File: src/rtl/fetch_stage.sv
// Instruction fetch stage: owns the PC, issues single-outstanding reads to
// instruction memory over req/ack, buffers returned words with their PC in a
// small FIFO for Decode, and handles stall, branch redirect/flush and halt.
`timescale 1ns/1ps
module fetch_stage #(
  parameter int unsigned ADDR_W     = 8,
  parameter int unsigned DATA_W     = 16,
  parameter int unsigned FIFO_DEPTH = 2
) (
  input  logic              clk,
  input  logic              rst_n,
  output logic              imem_req,
  output logic [ADDR_W-1:0] imem_addr,
  input  logic              imem_ack,
  input  logic [DATA_W-1:0] imem_rdata,
  input  logic              stall,
  input  logic              branch_taken,
  input  logic [ADDR_W-1:0] branch_target,
  output logic [DATA_W-1:0] palavra,
  output logic [ADDR_W-1:0] palavra_pc,
  output logic              palavra_valid,
  output logic              halted
);

  localparam int unsigned PTR_W = (FIFO_DEPTH > 1) ? $clog2(FIFO_DEPTH) : 1;
  localparam int unsigned CNT_W = $clog2(FIFO_DEPTH + 1);

  localparam logic [1:0] S_IDLE   = 2'd0;
  localparam logic [1:0] S_WAIT   = 2'd1;
  localparam logic [1:0] S_DROP   = 2'd2;
  localparam logic [1:0] S_HALTED = 2'd3;

  localparam logic [3:0]       OP_HALT  = 4'hF;
  localparam logic [CNT_W-1:0] DEPTH_C  = CNT_W'(FIFO_DEPTH);
  localparam logic [PTR_W-1:0] LAST_PTR = PTR_W'(FIFO_DEPTH - 1);

  logic [1:0]        state;
  logic [ADDR_W-1:0] pc;
  logic [PTR_W-1:0]  wr_ptr;
  logic [PTR_W-1:0]  rd_ptr;
  logic [CNT_W-1:0]  count;
  logic [DATA_W-1:0] fifo_word [FIFO_DEPTH];
  logic [ADDR_W-1:0] fifo_pc   [FIFO_DEPTH];

  logic push;
  logic pop;
  logic has_space;
  logic is_halt_word;

  assign has_space    = (count < DEPTH_C);
  assign is_halt_word = (imem_rdata[DATA_W-1 -: 4] == OP_HALT);
  assign push         = (state == S_WAIT) && imem_ack && !branch_taken;
  assign pop          = palavra_valid && !stall && !branch_taken;

  assign imem_req      = (state == S_WAIT) || (state == S_DROP);
  assign halted        = (state == S_HALTED);
  assign palavra_valid = (count != '0);
  assign palavra       = palavra_valid ? fifo_word[rd_ptr] : '0;
  assign palavra_pc    = palavra_valid ? fifo_pc[rd_ptr]   : '0;

  // Fetch FSM and PC: branch redirect overrides every state. A request still
  // outstanding at redirect time is kept alive in DROP so its ack is absorbed.
  always_ff @(posedge clk or negedge rst_n) begin
    if (!rst_n) begin
      state     <= S_IDLE;
      pc        <= '0;
      imem_addr <= '0;
    end else if (branch_taken) begin
      pc <= branch_target;
      if (((state == S_WAIT) || (state == S_DROP)) && !imem_ack)
        state <= S_DROP;
      else
        state <= S_IDLE;
    end else begin
      case (state)
        S_IDLE: begin
          if (has_space) begin
            imem_addr <= pc;
            state     <= S_WAIT;
          end
        end
        S_WAIT: begin
          if (imem_ack) begin
            pc    <= pc + 1'b1;
            state <= is_halt_word ? S_HALTED : S_IDLE;
          end
        end
        S_DROP: begin
          if (imem_ack)
            state <= S_IDLE;
        end
        default: ;
      endcase
    end
  end

  // FIFO bookkeeping: pointers and occupancy; a redirect flushes everything.
  always_ff @(posedge clk or negedge rst_n) begin
    if (!rst_n) begin
      wr_ptr <= '0;
      rd_ptr <= '0;
      count  <= '0;
    end else if (branch_taken) begin
      wr_ptr <= '0;
      rd_ptr <= '0;
      count  <= '0;
    end else begin
      if (push)
        wr_ptr <= (wr_ptr == LAST_PTR) ? '0 : wr_ptr + 1'b1;
      if (pop)
        rd_ptr <= (rd_ptr == LAST_PTR) ? '0 : rd_ptr + 1'b1;
      if (push && !pop)
        count <= count + 1'b1;
      else if (!push && pop)
        count <= count - 1'b1;
    end
  end

  // FIFO storage: payload is gated by count on the outputs, so no reset needed.
  always_ff @(posedge clk) begin
    if (push) begin
      fifo_word[wr_ptr] <= imem_rdata;
      fifo_pc[wr_ptr]   <= pc;
    end
  end

endmodule
File: config.mk
export PLATFORM = sky130hd
export DESIGN_NAME = fetch_stage
export DESIGN_NICKNAME = d
export VERILOG_FILES = /design/src/rtl/fetch_stage.sv
export SDC_FILE = /design/constraint.sdc
export NUM_CORES = 1
export LEC_CHECK = 0
export CAP_MARGIN = 20
export CELL_PAD_IN_SITES_DETAIL_PLACEMENT = 1
export CELL_PAD_IN_SITES_GLOBAL_PLACEMENT = 2
export CORE_ASPECT_RATIO = 0.7
export CORE_MARGIN = 2
export CORE_UTILIZATION = 31
export CTS_CLUSTER_DIAMETER = 50
export DETAILED_ROUTE_END_ITERATION = 8
export HOLD_SLACK_MARGIN = 0.1
export PLACE_DENSITY = 0.83
export SYNTH_ARGS = -nofsm -noshare
export SYNTH_HDL_FRONTEND = slang
export SYNTH_SLANG_ARGS = --single-unit
File: constraint.sdc
create_clock -name clk -period 3.31 [get_ports clk]
set_input_delay 0.993 -clock clk [delete_from_list [all_inputs] [get_ports clk]]
set_output_delay 0.993 -clock clk [all_outputs]
set_load 0.01 [all_outputs]
Fig. 1: run 1, met1 routing
Drawn at 4 px/µm. Supply wires on this layer in gray. Cells faint in the background.
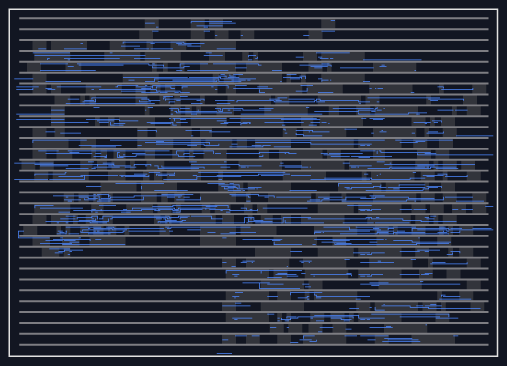
main direction: horizontal
wire length on this layer: 3480 µm
longest straight run: 68.5 µm

Fig. 2: run 1, metal 2
Drawn at 4 px/µm.
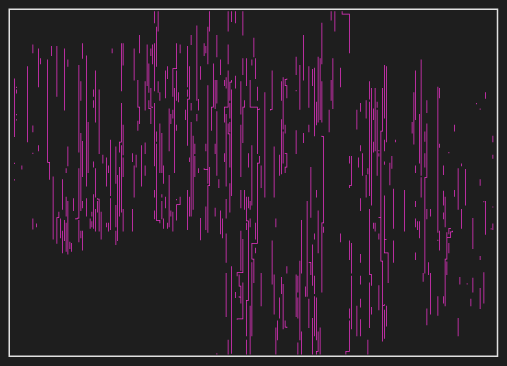
wire length on this layer: 2900 µm
nets with wire on the layer: 259
longest straight run: 36.4 µm
share of all routed wire: 42%
main direction: vertical

==> results.py, run 1 <==
# Synthesis and PnR figures
metrics = {
    "final_timing": {
        "slew_headroom_pct": 65.0,
        "fin_skew_ns": 0.00481,
        "worst_pin_slew_ns": 0.525,
        "fmax_ghz": 0.343,
        "maxSlewViolCount": 0,
        "finalHoldViolations": 0,
    },
    "setup_path": {
        "path_max_fanout": 24,
        "crit_arrival_ns": 1.92,
        "path_cells": "buf_4 -> mux2i_1 -> nor2_1 -> clkdlybuf4s50_1",
        "startpoint_type": "flip-flop",
        "crit_required_ns": 2.32,
        "crit_slowest_cell": "clkdlybuf4s50_1",
        "path_class": "reg -> out",
        "startpoint": "rd_ptr$_DFFE_PN0P_",
        "r2r-start": "state[1]$_DFFE_PN0P_",
    },
    "global_routing": {
        "antenna_found_initial": 0,
        "grt_pass1_wl_mm": 10.9,
        "grt_pass1_vias": 1966,
    },
    "routing": {
        "m1WireLength_mm": 3.48,
        "wl_met3_um": 389,
        "routed_wl_mm": 6.83,
        "routed.top_layer": "met4",
        "drc": 0,
        "route.met2.wl_mm": 2.90,
        "wl_per_cell_um": 16.2,
    },
    "synth": {
        "syn_avg_cell_area_um2": 14.0,
        "synthFlopType": "edfxtp_1",
        "edf_count": 48,
        "numSynthFlops": 70,
        "synth.lib_cells_used.distinct": 35,
        "ys_seq_share_pct": 66.3,
        "synth_top_cell_by_count": "edfxtp_1",
        "synth_chip_area_mm2": 0.00301,
        "top_cells_by_count": "48 x edfxtp_1, 28 x nor2_1, 26 x mux2i_1",
        "netlist.top_cell.by_area": "edfxtp_1",
        "async_flop_share_pct": 31.4,
        "synth-cells-yosys": 215,
    },
    "layout": {
        "antenna_cells": 0,
        "stdcell_count": 421,
        "nets": 322,
        "area_growth_syn_to_layout_pct": 38.7,
    },
    "power_and_ir_drop": {
        "clockPowerShare_pct": 34.9,
        "total_power_mw": 3.02,
        "p_int_mw": 2.18,
        "p_sw_share_pct": 28.0,
        "power_density_mw_per_mm2": 725,
        "combPwrFrac_pct": 27.0,
        "peakVddDrop_v": 0.000292,
        "power_switching_mw": 0.846,
    },
    "clock_network": {
        "cts_hold_buf": 0,
        "postCtsSetupRepairBufs": 0,
        "numCtsBuffers": 9,
        "cts_max_level": 3,
        "cts-root-buf": "clkbuf_16",
        "clockBufferDepth": 2,
    },
    "die": {
        "core-area_mm2": 0.00957,
        "die_h_um": 86.4,
        "fp-utilization_pct": 31.4,
        "rows": 30,
        "die_w_um": 122,
    },
    "status": {
        "status": "finished, final reports clean",
    },
    "hold_path": {
        "min_path_type": "reg -> reg",
    },
    "run": {
        "drv_cap": 0,
        "tool_warnings": 29,
    },
    "place": {
        "hpwl_mm": 4.82,
    },
}
Fig. 3: run 1, signal wires on met3
Drawn at 4 px/µm. Cells faint in the background.
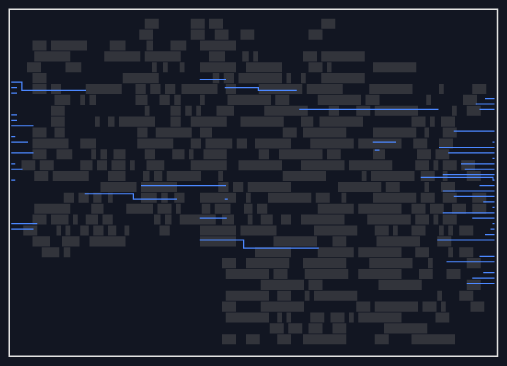
main direction: horizontal
wire length on this layer: 390 µm
longest straight run: 34.5 µm
share of all routed wire: 5.7%

[run 1: layer usage]
layer	up-vias	track usage, %
met3	6	4.21
met1	930	20.1
met2	58	20.1
met5	-	0
met4	0	4.39
li1	939	-
[run 1: flip-flops by register name, summed over array words and instances (netlist names)]
| name | count |
|---|---|
| count | 2 |
| fifo_pc | 16 |
| fifo_word | 32 |
| imem_addr | 8 |
| pc | 8 |
| rd_ptr | 1 |
| state | 2 |
| wr_ptr | 1 |
[run 1: critical path: cells and delay by family, from the launching register on]
kind          cells  cell delay [ns]
simple gates      1             0.06
mux               1             0.31
buf+inv           2             0.86
flops             1             0.35
[run 1: cells in the final DEF (no fill, tap or decap), types with 2 or more instances in the layout]
cell             count
nand2_1             13
a31oi_1              2
o21a_1               2
mux2i_1             26
edfxtp_1            48
nand4_2              2
nand3_1              7
bufinv_16            2
dfrtp_1             22
or4_1                5
inv_6                2
nor2_1              27
buf_4               10
clkdlybuf4s50_1     63
xor2_1               3
mux2_2               8
o21ai_0              4
o211ai_1             5
ha_1                 5
nor3b_4              2
o21bai_1             2
clkbuf_16            9
inv_1                6
[run 1: worst paths after layout]
check	slack, ns	cells past startpoint	to
worst min-delay path	0.50	1	imem_addr[2]$_DFFE_PN0P_
worst max register to register	1.16	5	fifo_pc[0][6]$_DFFE_PP_
worst min register to register	0.50	1	imem_addr[2]$_DFFE_PN0P_
worst max-delay path	0.40	4	palavra[1]
min in group asynchronous	1.02	2	imem_addr[3]$_DFFE_PN0P_
max in group asynchronous	2.05	2	rd_ptr$_DFFE_PN0P_
[run 1: cell type report]
class                      count  area, µm²
fill                         995       5400
sequential                    70       1990
multi-input combinational    128        958
timing repair buffer          73        706
clock buffer                   9        225
tap                          128        160
clock inverter                 7        105
inverter                       6       22.5
[run 1: power by group through the flow]
stage	clock, mW	sequential, mW	combinational [mW]
3_3_place_gp	0	1.16	0.805
2_1_floorplan	0	1.17	0.441
4_1_cts	1.09	1.15	0.829
5_1_grt	1.13	1.17	0.884
6_report	1.06	1.15	0.815
3_5_place_dp	0	1.17	0.823
[run 1: kinds of logic (layout without fill, tap and decap cells)]
family | after synthesis | count (layout) | share of synthesized area, %
AND-OR/OR-AND | 20 | 20 | 4.58
buffers and inverters | 17 | 95 | 2.71
multiplexers | 34 | 34 | 11.7
AND/OR/NAND/NOR | 64 | 64 | 10.8
adder cells (fa/ha/maj) | 5 | 5 | 2.08
flip-flops | 70 | 70 | 66.3
XOR/XNOR | 5 | 5 | 1.96
[run 1: metrics by stage]
step / cell area [µm²] / worst slack, ns / hold slack (ns)
2_1_floorplan: 3020 / 0.378 / 0.475
3_3_place_gp: 3840 / 0.696 / 0.499
3_5_place_dp: 3840 / 0.637 / 0.500
4_1_cts: 4170 / 0.365 / 0.514
5_1_grt: 4170 / 0.274 / 0.538
6_report: 4170 / 0.397 / 0.505
Fig. 4: run 1, track usage over the die
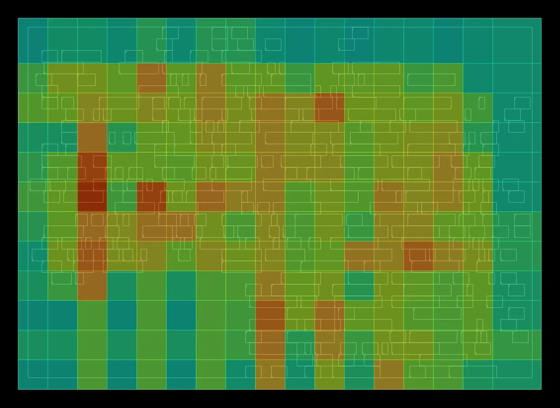

--- run 2 (diff from run 1) ---
--- a/config.mk
+++ b/config.mk
@@ -13,6 +13,7 @@
 export CORE_UTILIZATION = 31
 export CTS_CLUSTER_DIAMETER = 50
 export DETAILED_ROUTE_END_ITERATION = 8
+export GPL_TIMING_DRIVEN = 0
 export HOLD_SLACK_MARGIN = 0.1
 export PLACE_DENSITY = 0.83
 export SYNTH_ARGS = -nofsm -noshare
Fig. 5: run 2, track usage over the die
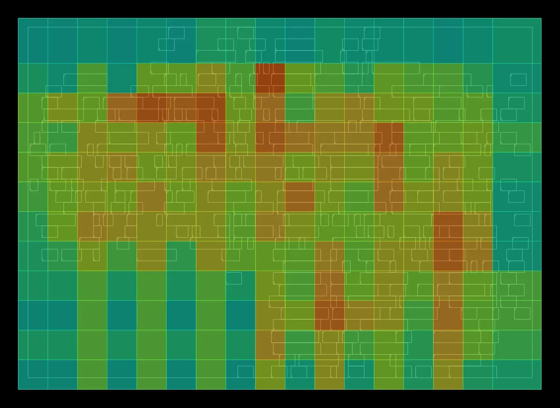
met2 global-route usage: 22.7%
Finished Core Util: 43.8%
busiest metal layer after global routing: met2
grt met3 use: 5.00%

==> run 2 against run 1 <==
  * Flip-flop count unchanged
  * Register-to-register slack improved by 0.07 ns
  * Cell area increased by 0.48%
  * Cell count increased by 0.48%
  * Via count increased by 2.2%
  * Synthesized area unchanged
  * Critical path depth increased by 1
  * Combinational power increased by 2%
  * Worst setup slack got worse by 0.19 ns
  * Synthesized cell count unchanged
  * Die size unchanged
  * Sequential share of layout area decreased by 0.23 points
  * Largest power group unchanged
==> results.py, run 2 <==
# Synthesis and PnR figures
metrics = {
    "synth": {
        "numSynthFlops": 70,
        "synthFlopType": "edfxtp_1",
        "netlist.top_cell.by_area": "edfxtp_1",
        "edf_count": 48,
        "syn_avg_cell_area_um2": 14.0,
        "yosysTopAreaCellShare_pct": 47.9,
        "yosys_warnings": 0,
        "ys_seq_share_pct": 66.3,
        "synth_top_cell_by_count": "edfxtp_1",
        "synth-cells-yosys": 215,
        "async_flop_share_pct": 31.4,
        "top_cells_by_count": "48 x edfxtp_1, 28 x nor2_1, 26 x mux2i_1",
        "topCellsByArea": "edfxtp_1 48%, dfrtp_1 18%, mux2i_1 8.7%",
        "synth.lib_cells_used.distinct": 35,
        "fp_nets": 249,
        "syn_inst": 215,
        "synth_chip_area_mm2": 0.00301,
    },
    "routing": {
        "dr.pass1.iters": 4,
        "antenna_left": 0,
        "vias_per_cell": 4.67,
        "routed_wl_mm": 6.84,
        "wl_per_cell_um": 16.2,
        "drc": 0,
    },
    "final_timing": {
        "grt_setup_unrepaired": "false",
        "fin_skew_ns": 0.00472,
        "slew_headroom_pct": 66.4,
        "fmax_ghz": 0.323,
        "finalHoldViolations": 0,
        "min_period_over_period_pct": 93.6,
        "setup_ws_ns": 0.212,
        "tns_ns": 0,
        "period_minus_slack_ns": 3.10,
        "worst_pin_slew_ns": 0.503,
        "maxSlewViolCount": 0,
    },
    "global_routing": {
        "grt_pass1_vias": 2196,
        "antenna_found_initial": 0,
        "grt_usage_pct": 14.2,
        "grt_max_degree": 23,
        "grt_pass1_wl_mm": 11.2,
    },
    "hold_path": {
        "whs_path_depth": 1,
        "holdCritStartpoint": "imem_addr[5]$_DFFE_PN0P_",
        "min_path_type": "reg -> reg",
        "hold_path_end": "imem_addr[5]$_DFFE_PN0P_",
    },
    "die": {
        "fp-utilization_pct": 31.4,
        "die_h_um": 86.4,
        "rows": 30,
        "pin_count": 64,
        "die_w_um": 122,
        "core-area_mm2": 0.00957,
        "die-area_mm2": 0.0105,
    },
    "power_and_ir_drop": {
        "power.leakage_nw": 1.53,
        "power_density_mw_per_mm2": 716,
        "total_power_mw": 3.00,
        "peakVddDrop_v": 0.000275,
    },
    "layout": {
        "mi_logic_area_um2": 958,
        "area_growth_syn_to_layout_pct": 39.3,
        "regArea_mm2": 0.00199,
        "registers.top_by_ff_count": "fifo_word",
        "top_regs": "fifo_word (32), fifo_pc (16)",
        "lay_top_cells": "61 x clkdlybuf4s50_1, 48 x edfxtp_1, 27 x nor2_1, 26 x mux2i_1, 22 x dfrtp_1",
        "lay_top_count": "clkdlybuf4s50_1",
        "nets": 324,
        "largest_reg_flops": 32,
        "fillers": 997,
        "antenna_cells": 0,
    },
    "clock_network": {
        "numCtsBuffers": 9,
        "cts-root-buf": "clkbuf_16",
        "clockBufferDepth": 2,
        "cts_sinks": 70,
        "path_clk_slew_ns": 0.05,
        "postCtsSetupRepairBufs": 0,
        "cts_max_level": 3,
        "clkLatencyLatePin_ns": 0.33,
    },
    "setup_path": {
        "r2r_slack_ns": 1.23,
        "crit_required_ns": 2.32,
        "path_max_fanout": 10,
        "rr_endpoint": "fifo_word[1][15]$_DFFE_PP_",
        "r2r-start": "state[1]$_DFFE_PN0P_",
        "startpoint_type": "flip-flop",
        "cp-end-kind": "output pin",
        "crit_arrival_ns": 2.11,
        "path_class": "reg -> out",
        "rr_worst_depth": 5,
    },
    "place": {
        "hpwl_mm": 4.90,
        "port-buffer-count": 61,
        "gp_congestion": 0.705,
        "place_ws_ns": 0.379,
    },
    "status": {
        "status": "finished, final reports clean",
    },
    "run": {
        "drv_cap": 0,
        "tool_warnings": 29,
    },
}
[run 2: cells by family after synthesis]
kind of cell             Yosys count  synth area share (%)
flip-flops                        70                  66.3
AND/OR/NAND/NOR                   64                  10.8
multiplexers                      34                  11.7
AND-OR/OR-AND                     20                  4.58
buffers and inverters             17                  2.71
XOR/XNOR                           5                  1.96
adder cells (fa/ha/maj)            5                  2.08
[run 2: stage by stage]
step	instance area (µm²)	instances	hold WS [ns]
4_1_cts	4160	422	0.517
3_3_place_gp	3790	404	0.494
2_1_floorplan	3020	215	0.475
3_5_place_dp	3840	406	0.500
6_report	4190	423	0.508
5_1_grt	4190	423	0.534
[run 2: critical path, stage by stage, from the launching register on]
cell	delay, ns
dfrtp_1	0.36
clkbuf_1	0.20
nor2_2	0.32
buf_2	0.30
nor2_1	0.10
clkdlybuf4s50_1	0.49
[run 2: how the worst max path moves through the flow]
stage / start / end / slack, ns
finish: count[1]$_DFFE_PN0P_ / palavra[2] / 0.21
global route: count[1]$_DFFE_PN0P_ / palavra[2] / 0.06
CTS: count[1]$_DFFE_PN0P_ / palavra[2] / 0.15
detailed placement: count[1]$_DFFE_PN0P_ / palavra[4] / 0.38
global placement: branch_taken / fifo_word[0][8]$_DFFE_PP_ / -0.29
floorplan: branch_taken / fifo_pc[0][0]$_DFFE_PP_ / 0.38
[run 2: layout make-up]
type / instances / share of cell area (%)
plain buffers: 11 / 1.40
clock buffers: 11 / 5.56
clock inverters: 5 / 2.00
inverters: 6 / 0.538
multi-input cells: 128 / 22.9
flip-flops and latches: 70 / 47.6
well taps: 128 / 3.82
repair buffers: 64 / 16.2
[run 2: per-layer routing]
| metal | vias to the layer above | part of all wire, % | GRT usage (%) | wire (µm) |
|---|---|---|---|---|
| met5 | - | 0 | 0 | 0 |
| met4 | 0 | 1.1 | 4.08 | 74 |
| met3 | 9 | 7.3 | 5.00 | 502 |
| met2 | 54 | 46 | 22.7 | 3130 |
| met1 | 968 | 46 | 18.5 | 3130 |
| li1 | 944 | - | - | - |
[run 2: report_power, final]
| group | switching, mW | internal, mW | leakage (nW) |
|---|---|---|---|
| Combinational | 0.381 | 0.453 | 0.674 |
| Clock | 0.353 | 0.661 | 0.146 |
| Sequential | 0.0842 | 1.07 | 0.708 |
[run 2: what timing repair did]
item | in CTS | in global routing
hold buffers | 0 | 0
endpoints found under the setup margin | 1 | 0
resized | 1 | 0
Power and IR drop assume default switching activity.
